[src/rtl/ibuff_ctrl.sv]
// ibuff_ctrl: fetch/fill/dequeue sequencing and flush handling for a 4-entry instruction line buffer
module ibuff_ctrl #(
  parameter int ADDR_WIDTH = 32,
  parameter int LINE_BYTES = 16,
  parameter logic [ADDR_WIDTH-1:0] RESET_PC = '0
) (
  input  logic                  clk,
  input  logic                  rst,
  input  logic                  flush,
  input  logic [ADDR_WIDTH-1:0] redirect_pc,
  output logic                  req_valid,
  input  logic                  req_ready,
  output logic [ADDR_WIDTH-1:0] req_addr,
  input  logic                  fill_valid,
  output logic [3:0]            load,
  output logic                  deq_valid,
  input  logic                  deq_ready,
  output logic [1:0]            deq_idx,
  output logic [ADDR_WIDTH-1:0] deq_pc,
  output logic                  busy_drain
);
  localparam logic [ADDR_WIDTH-1:0] STEP = ADDR_WIDTH'(LINE_BYTES);
  typedef enum logic {RUN, DRAIN} state_t;
  state_t state, state_n;
  logic [1:0] head, head_n, tail, tail_n;
  logic [2:0] count, count_n, outst, outst_n, drop, drop_n, n;
  logic [ADDR_WIDTH-1:0] fpc, fpc_n, hpc, hpc_n, rpc;
  logic fire, deq;
  assign req_valid = !rst && state == RUN && !flush && ({1'b0, count} + {1'b0, outst} < 4'd4);
  assign load = (!rst && state == RUN && !flush && fill_valid) ? 4'b0001 << tail : 4'b0000;
  assign deq_valid = count != 3'd0 && state == RUN;
  assign req_addr = fpc;
  assign deq_idx = head;
  assign deq_pc = hpc;
  assign busy_drain = state == DRAIN;
  assign fire = req_valid && req_ready;
  assign deq = deq_valid && deq_ready;
  assign rpc = redirect_pc & ~(STEP - 1'b1);
  assign n = outst - 3'(fill_valid);
  always_comb begin
    state_n = state;
    head_n = head;
    tail_n = tail;
    count_n = count;
    outst_n = outst + 3'(fire) - 3'(fill_valid);
    drop_n = drop;
    fpc_n = fire ? fpc + STEP : fpc;
    hpc_n = hpc;
    if (flush) begin
      head_n = '0;
      tail_n = '0;
      count_n = '0;
      fpc_n = rpc;
      hpc_n = rpc;
      outst_n = n;
      drop_n = n;
      state_n = n != 3'd0 ? DRAIN : RUN;
    end else if (state == RUN) begin
      tail_n = tail + 2'(fill_valid);
      head_n = head + 2'(deq);
      count_n = count + 3'(fill_valid) - 3'(deq);
      hpc_n = deq ? hpc + STEP : hpc;
    end else if (fill_valid) begin
      // stale fill: consume its credit, leave the buffer untouched
      drop_n = drop - 3'd1;
      state_n = drop == 3'd1 ? RUN : DRAIN;
    end
  end
  always_ff @(posedge clk or posedge rst) begin
    if (rst) begin
      state <= RUN;
      head <= '0;
      tail <= '0;
      count <= '0;
      outst <= '0;
      drop <= '0;
      fpc <= RESET_PC;
      hpc <= RESET_PC;
    end else begin
      state <= state_n;
      head <= head_n;
      tail <= tail_n;
      count <= count_n;
      outst <= outst_n;
      drop <= drop_n;
      fpc <= fpc_n;
      hpc <= hpc_n;
    end
  end
endmodule

[config.mk]
export PLATFORM = sky130hd
export DESIGN_NAME = ibuff_ctrl
export DESIGN_NICKNAME = d
export VERILOG_FILES = /design/src/rtl/ibuff_ctrl.sv
export SDC_FILE = /design/constraint.sdc
export NUM_CORES = 1
export LEC_CHECK = 0
export CAP_MARGIN = 25
export CORE_UTILIZATION = 50
export CTS_BUF_LIST = sky130_fd_sc_hd__clkbuf_4
export CTS_CLUSTER_DIAMETER = 80
export DETAILED_ROUTE_END_ITERATION = 10
export PLACE_DENSITY = 0.85
export SLEW_MARGIN = 20
export SYNTH_ARGS = -nofsm -noshare
export SYNTH_HDL_FRONTEND = slang
export SYNTH_SLANG_ARGS = --single-unit
[constraint.sdc]
create_clock -name clk -period 3.97 [get_ports clk]
set_input_delay 0.5955 -clock clk [delete_from_list [all_inputs] [get_ports clk]]
set_output_delay 0.5955 -clock clk [all_outputs]
set_load 0.01 [all_outputs]
### Sizing map, run 1

Drawn at 3 px/micron.
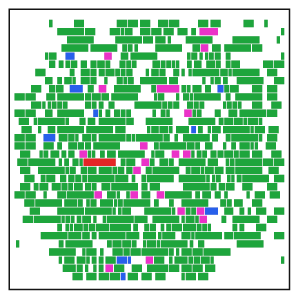
drive 3 to 4 -> magenta  # cells 20, share 3.6%
drive 6 and up -> red  # cells 1, share 0.18%
drive 1 or less -> green  # cells 526, share 94%
drive 2 -> blue  # cells 10, share 1.8%

### Floorplan with the power grid, run 1

Drawn at 4 px/micron. Pins as bars on the die edge.
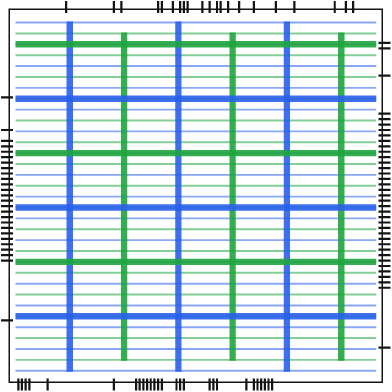
VDD -> green
VSS -> blue
met1 rails = 33
signal pins = 111
met5 straps = 6

### Signal metal coverage by tile, run 1

Drawn at 4 px/micron. The die is cut into 19 by 19 equal tiles; dark purple is low, yellow is high, scaled to the fullest tile. Values are wire area over tile area, all layers added.
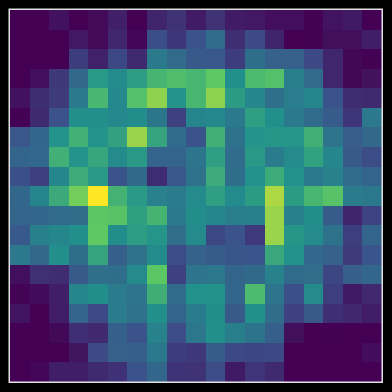
densest ninth of the die = middle left
tiles over half the peak = 18%
nearly empty tiles = 12%

==> impl_metrics.toml, run 1 <==
# implementation run metrics
[setup_path]
critPathRequiredTime_ns = 4.31
crit_type = "flip-flop to flip-flop"
cpMaxStageDelayCell = "dfrtp_1"
cp-start-kind = "flip-flop"

[global_route]
grt_max_degree = 73
antenna_found_initial = 0

[route]
ant_nets = 0

[power_and_ir_drop]
p_clk_w = 0.000432
swShare_pct = 34.27
p_per_area_nw_per_um2 = 369.1
power.group.top = "sequential cells"

[timing]
fin_skew_ns = 0.01401
fin_setup_tns_ns = 0
max_freq_mhz = 352.6

[yosys]
synthCells = 459
syn_area_per_cell_sq_um = 9.001
ys_seq_share_pct = 42.40
edf_count = 0
ys_ff = 70

[cells_and_area]
drive_above_1_share_pct = 5.566
diodes = 0
final_cell_area_sq_um = 5288

[clocking]
clk_latency_ns = 0.41
htreeDepth = 3
cts_setup_buffers = 0
cts_num_sinks = 70
cts_resized = 0

[outcome]
status = "finished clean"

[die]
core_sq_um = 7848
die_x_microns = 92.90
die_h_microns = 92.90
initial_core_util_pct = 52.65

[placed_design]
dpl_cell_area_sq_um = 5165
==> run 1: synth_stat cells (all sizes together), types with 5 or more instances <==
cell / instances / area [sq um]
o211ai: 13 / 97.59
nand2b: 5 / 31.28
and3: 11 / 68.82
nand2: 49 / 183.9
a21oi: 10 / 50.05
and2: 6 / 37.54
dfrtp: 70 / 1752
ha: 14 / 175.2
xnor2: 12 / 105.1
xor2: 23 / 201.4
nor3: 9 / 50.05
o21ai: 49 / 245.2
o311ai: 8 / 70.07
buf: 18 / 110.1
nand4: 27 / 175.2
clkbuf: 14 / 53.80
nor2: 26 / 100.1
and4: 5 / 43.79
nand3: 34 / 182.7
or3: 5 / 31.28
inv: 19 / 71.32
==> run 1: cell type report <==
cell class / instances / share of cell area (%)
Clock inverter: 7 / 1.041
Clock buffer: 9 / 1.278
Inverter: 19 / 1.349
Timing Repair Buffer: 107 / 19.73
Sequential cell: 70 / 33.13
Multi-Input combinational cell: 345 / 41.06
Tap cell: 102 / 2.414
==> run 1: registers in the layout, summed over array words and instances, names as in the netlist <==
signal      cells
busy_drain      1
count           3
deq_idx         2
deq_pc         28
drop            3
outst           3
req_addr       28
tail            2
==> run 1: cells by family (layout without fill, tap and decap cells) <==
kind of cell	after synthesis	after routing	share of synthesized area, %
AOI/OAI and AO/OA	93	93	13.66
xor gates and xnor gates	35	35	7.420
adders and majority gates	16	16	5.209
buffers and inverters	51	142	5.693
DFF	70	70	42.40
muxes	5	5	1.242
other	1	8	0.09077
and+or+nand+nor	188	188	24.29
==> run 1: final timing paths <==
check / end / slack, ns / from / cells past startpoint
min: tail[1]$_DFFE_PP0P_ / 0.48 / rst / 2
max: count[2]$_DFFE_PP0P_ / 1.13 / busy_drain$_DFF_PP0_ / 10
max in group asynchronous: req_addr[24]$_DFFE_PP0N_ / 2.75 / rst / 3
max reg2reg: count[2]$_DFFE_PP0P_ / 1.13 / busy_drain$_DFF_PP0_ / 10
min reg2reg: outst[2]$_DFF_PP0_ / 0.54 / outst[2]$_DFF_PP0_ / 1
min in group clk: outst[2]$_DFF_PP0_ / 0.54 / outst[2]$_DFF_PP0_ / 1
==> run 1: layout by cell type, fill, tap and decap left out, types with 6 or more instances in the layout <==
master           count
dfrtp_1             70
inv_1               18
buf_4                9
clkdlybuf4s50_1     97
nor3_1               8
nor2_1              25
nand2_1             49
nand3_1             33
xnor2_1             12
and3_1              11
o211ai_1            13
conb_1               8
and2_1               6
ha_1                14
a21oi_1             10
clkbuf_4             9
o21ai_0             49
o311ai_0             8
xor2_1              23
nand4_1             26
==> run 1: layer usage <==
metal	vias up	wire, microns	global-route usage [%]
li1	1829	-	-
met1	1892	4604	35.09
met2	204	5358	45.65
met3	39	823	5.501
met4	0	426	13.59
met5	-	0	0
==> run 1: metrics by stage <==
step / power (W) / setup slack [ns] / utilization [%] / cells
after global routing: 0.002070 / 0.9478 / 67.38 / 659
after floorplan: 0.001260 / 1.014 / - / 466
final: 0.001952 / 1.134 / 67.38 / 659
after detailed placement: 0.001530 / 0.8805 / 65.82 / 643
after CTS: 0.001955 / 1.148 / 67.38 / 659
after global placement: 0.001489 / 0.9585 / 65.82 / 643
### Layout detail, run 1

Region (21, 40) to (71, 90) microns. Cells in gray, sequential cells in the stronger gray; small squares are vias.
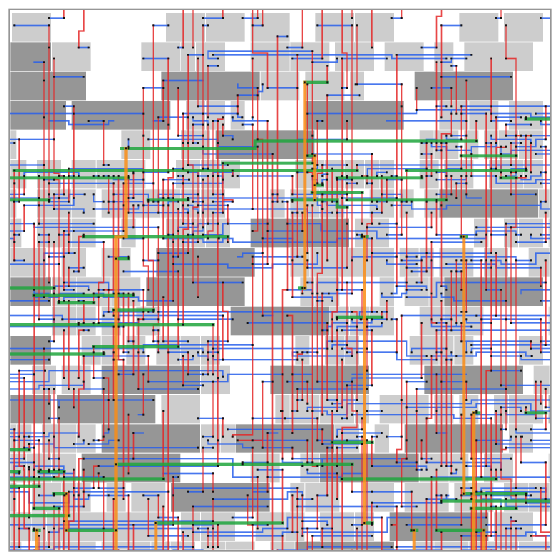

==> run 2, diff against run 1 <==
- clock period: 3.97 -> 2.7 ns (I/O delays scaled with it)
### Layout detail, run 2

Region (21, 40) to (71, 90) microns. Cells in gray, sequential cells in the stronger gray; small squares are vias.
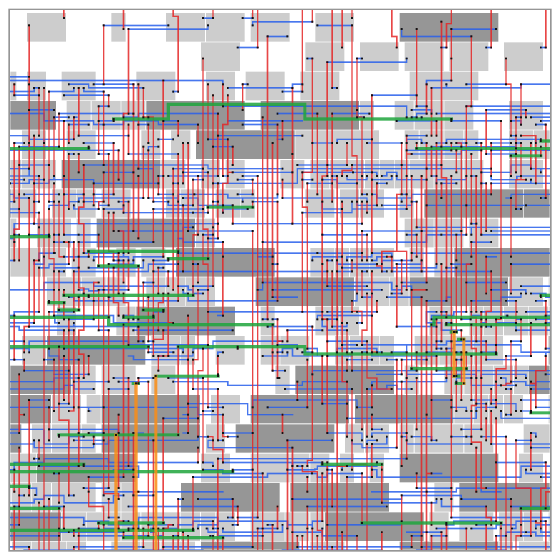
met1 -> blue
met3 -> green
met4 -> orange
met2 -> red
sequential cells in the window = 27
netlist names of flops here include = req_addr (18), deq_pc (9)
cells with their middle in the window = 194
most frequent = dfrtp_1 (27), o21ai_0 (20), nand3_1 (19)

### Floorplan with the power grid, run 2

Drawn at 4 px/micron. Pins as bars on the die edge.
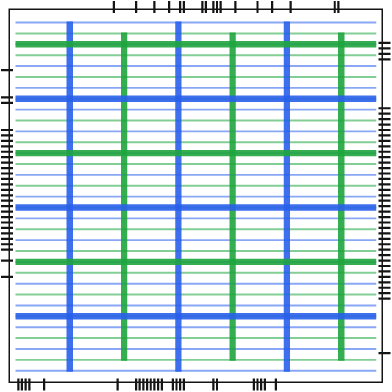
IR drop worst, VDD: 0.0003425 V
Die H: 92.90 microns

==> run 2 against run 1 <==
Sequential power increased by 45%. Via count is 1.5% higher. Area after synthesis unchanged. Largest cell class unchanged. Power increased by 50%. Sequential share of layout area is 0.49 points lower. Non-clock buffer count grew 7. Highest routed layer unchanged. Critical path depth up 1. Critical path type unchanged. Cell count is 1.2% higher. Sequential cell count stayed put. Global-route usage is 0.45 points higher. Worst setup slack got worse by 1.0 ns. Register-to-register slack worse by 1.0 ns.
==> impl_metrics.toml, run 2 <==
# implementation run metrics
[die]
fp-row-count = 32
core_sq_um = 7848
pin_count = 111
die_x_microns = 92.90
initial_core_util_pct = 52.65

[yosys]
top_cell_area_share_pct = 42.40
ys_seq_share_pct = 42.40
area_leaders = "dfrtp_1 42%, o21ai_0 5.9%, xor2_1 4.9%, nand2_1 4.5%, ha_1 4.2%"
synth_cell_types = 46
ys_ff = 70
synth_warnings = 0
synth.most_common_cell = "dfrtp_1"
yosysTopAreaCell = "dfrtp_1"
synthCells = 459
syn_area_per_cell_sq_um = 9.001
common_cells = "70 x dfrtp_1, 49 x nand2_1, 49 x o21ai_0, 33 x nand3_1, 26 x nand4_1"
edf_count = 0

[global_route]
grt_max_degree = 72
antenna_found_initial = 1
gr-total-overflow = 0
grt_pass1_wl_microns = 18770

[placed_design]
placed_cells = 649
dpl_cell_area_sq_um = 5233

[cells_and_area]
fin_cells = 667
drive_above_1_share_pct = 7.801
lay_top_count = "clkdlybuf4s50_1"
final_cell_area_sq_um = 5371
utilization_pct = 68.45
most-common-layout-cells = "97 x clkdlybuf4s50_1, 69 x dfrtp_1, 49 x nand2_1, 48 x o21ai_0, 33 x nand3_1"

[route]
wl_met2_microns = 5598
routed.top_layer = "met4"
met1_length_microns = 4807
wl_met3_microns = 887
ant_nets = 0

[setup_path]
rr_worst_depth = 11
critPathRequiredTime_ns = 3.06
cpMaxStageDelayCell = "dfrtp_2"
cp-start-kind = "flip-flop"
crit_type = "flip-flop to flip-flop"

[timing]
drv_slew = 0
fin_skew_ns = 0.02378
max_freq_mhz = 383.8

[power_and_ir_drop]
power_leakage_nw = 2.195
p_per_area_nw_per_um2 = 546.6

[outcome]
status = "finished clean"

[clocking]
cts_num_sinks = 70
path_clk_slew_ns = 0.12
clk_latency_ns = 0.44
htreeDepth = 3
[run 2: path summary, 6_finish.rpt]
kind,startpoint,endpoint,slack [ns]
max reg2reg,count[1]$_DFFE_PP0P_,outst[2]$_DFF_PP0_,0.09
min reg2reg,deq_idx[1]$_DFFE_PP0P_,deq_idx[1]$_DFFE_PP0P_,0.57
max in group asynchronous,rst,req_addr[18]$_DFFE_PP0N_,1.82
max,count[1]$_DFFE_PP0P_,outst[2]$_DFF_PP0_,0.09
min in group clk,flush,req_addr[4]$_DFFE_PP0N_,0.51
min,rst,tail[1]$_DFFE_PP0P_,0.27
[run 2: metrics by stage]
stage | setup slack [ns] | hold WS [ns] | total power [W] | TNS [ns]
finish | 0.09421 | 0.2695 | 0.002936 | 0
global route | 0.003206 | 0.2745 | 0.003116 | 0
CTS | 0.09396 | 0.2810 | 0.002921 | 0
detailed placement | -0.09050 | 0.5146 | 0.002271 | -0.09050
global placement | -0.03733 | 0.5158 | 0.002221 | -0.2112
floorplan | 0.01887 | 0.4852 | 0.001860 | 0
[run 2: kinds of logic (layout without fill, tap and decap cells)]
group                    Yosys count  after routing  share of synthesized area [%]
AND/OR/NAND/NOR                  188            188                          24.29
XOR/XNOR                          35             35                          7.420
buffers and inverters             51            149                          5.693
adder cells (fa/ha/maj)           16             16                          5.209
other                              1              9                        0.09077
multiplexers                       5              5                          1.242
AND-OR/OR-AND                     93             93                          13.66
flip-flops                        70             70                          42.40
[run 2: what timing repair did]
action,4_1_cts,5_1_grt
endpoints found under the setup margin,0,1
hold endpoints to repair,0,0
buffers inserted,0,1
hold buffers,0,0
resized,0,1
[run 2: layout make-up]
| type | instances | area (sq um) |
|---|---|---|
| Antenna cell | 1 | 2.502 |
| Clock buffer | 10 | 75.07 |
| Clock inverter | 6 | 52.55 |
| Fill cell | 613 | 2476 |
| Inverter | 19 | 71.32 |
| Multi-Input combinational cell | 345 | 2181 |
| Sequential cell | 70 | 1753 |
| Tap cell | 102 | 127.6 |
| Timing Repair Buffer | 114 | 1109 |
[run 2: routing by layer]
| metal | up-vias | global-route usage [%] |
|---|---|---|
| li1 | 1848 | - |
| met1 | 1947 | 37.46 |
| met2 | 208 | 45.22 |
| met3 | 22 | 6.158 |
| met4 | 0 | 10.90 |
| met5 | - | 0 |
[run 2: where the power goes]
group | total [W] | internal (W) | switching, W
Combinational | 0.000886 | 0.000460 | 0.000426
Sequential | 0.00138 | 0.00119 | 0.000191
Clock | 0.000668 | 0.000282 | 0.000385
[run 2: worst max-delay path: cells and delay by family (launching register included)]
family / cells / cell delay [ns]
fa+ha+maj: 4 / 1.02
flops: 1 / 0.47
simple gates: 2 / 0.46
xor+xnor: 2 / 0.31
compound gates: 1 / 0.17
buf+inv: 2 / 0.12
Power and IR drop assume default switching activity.
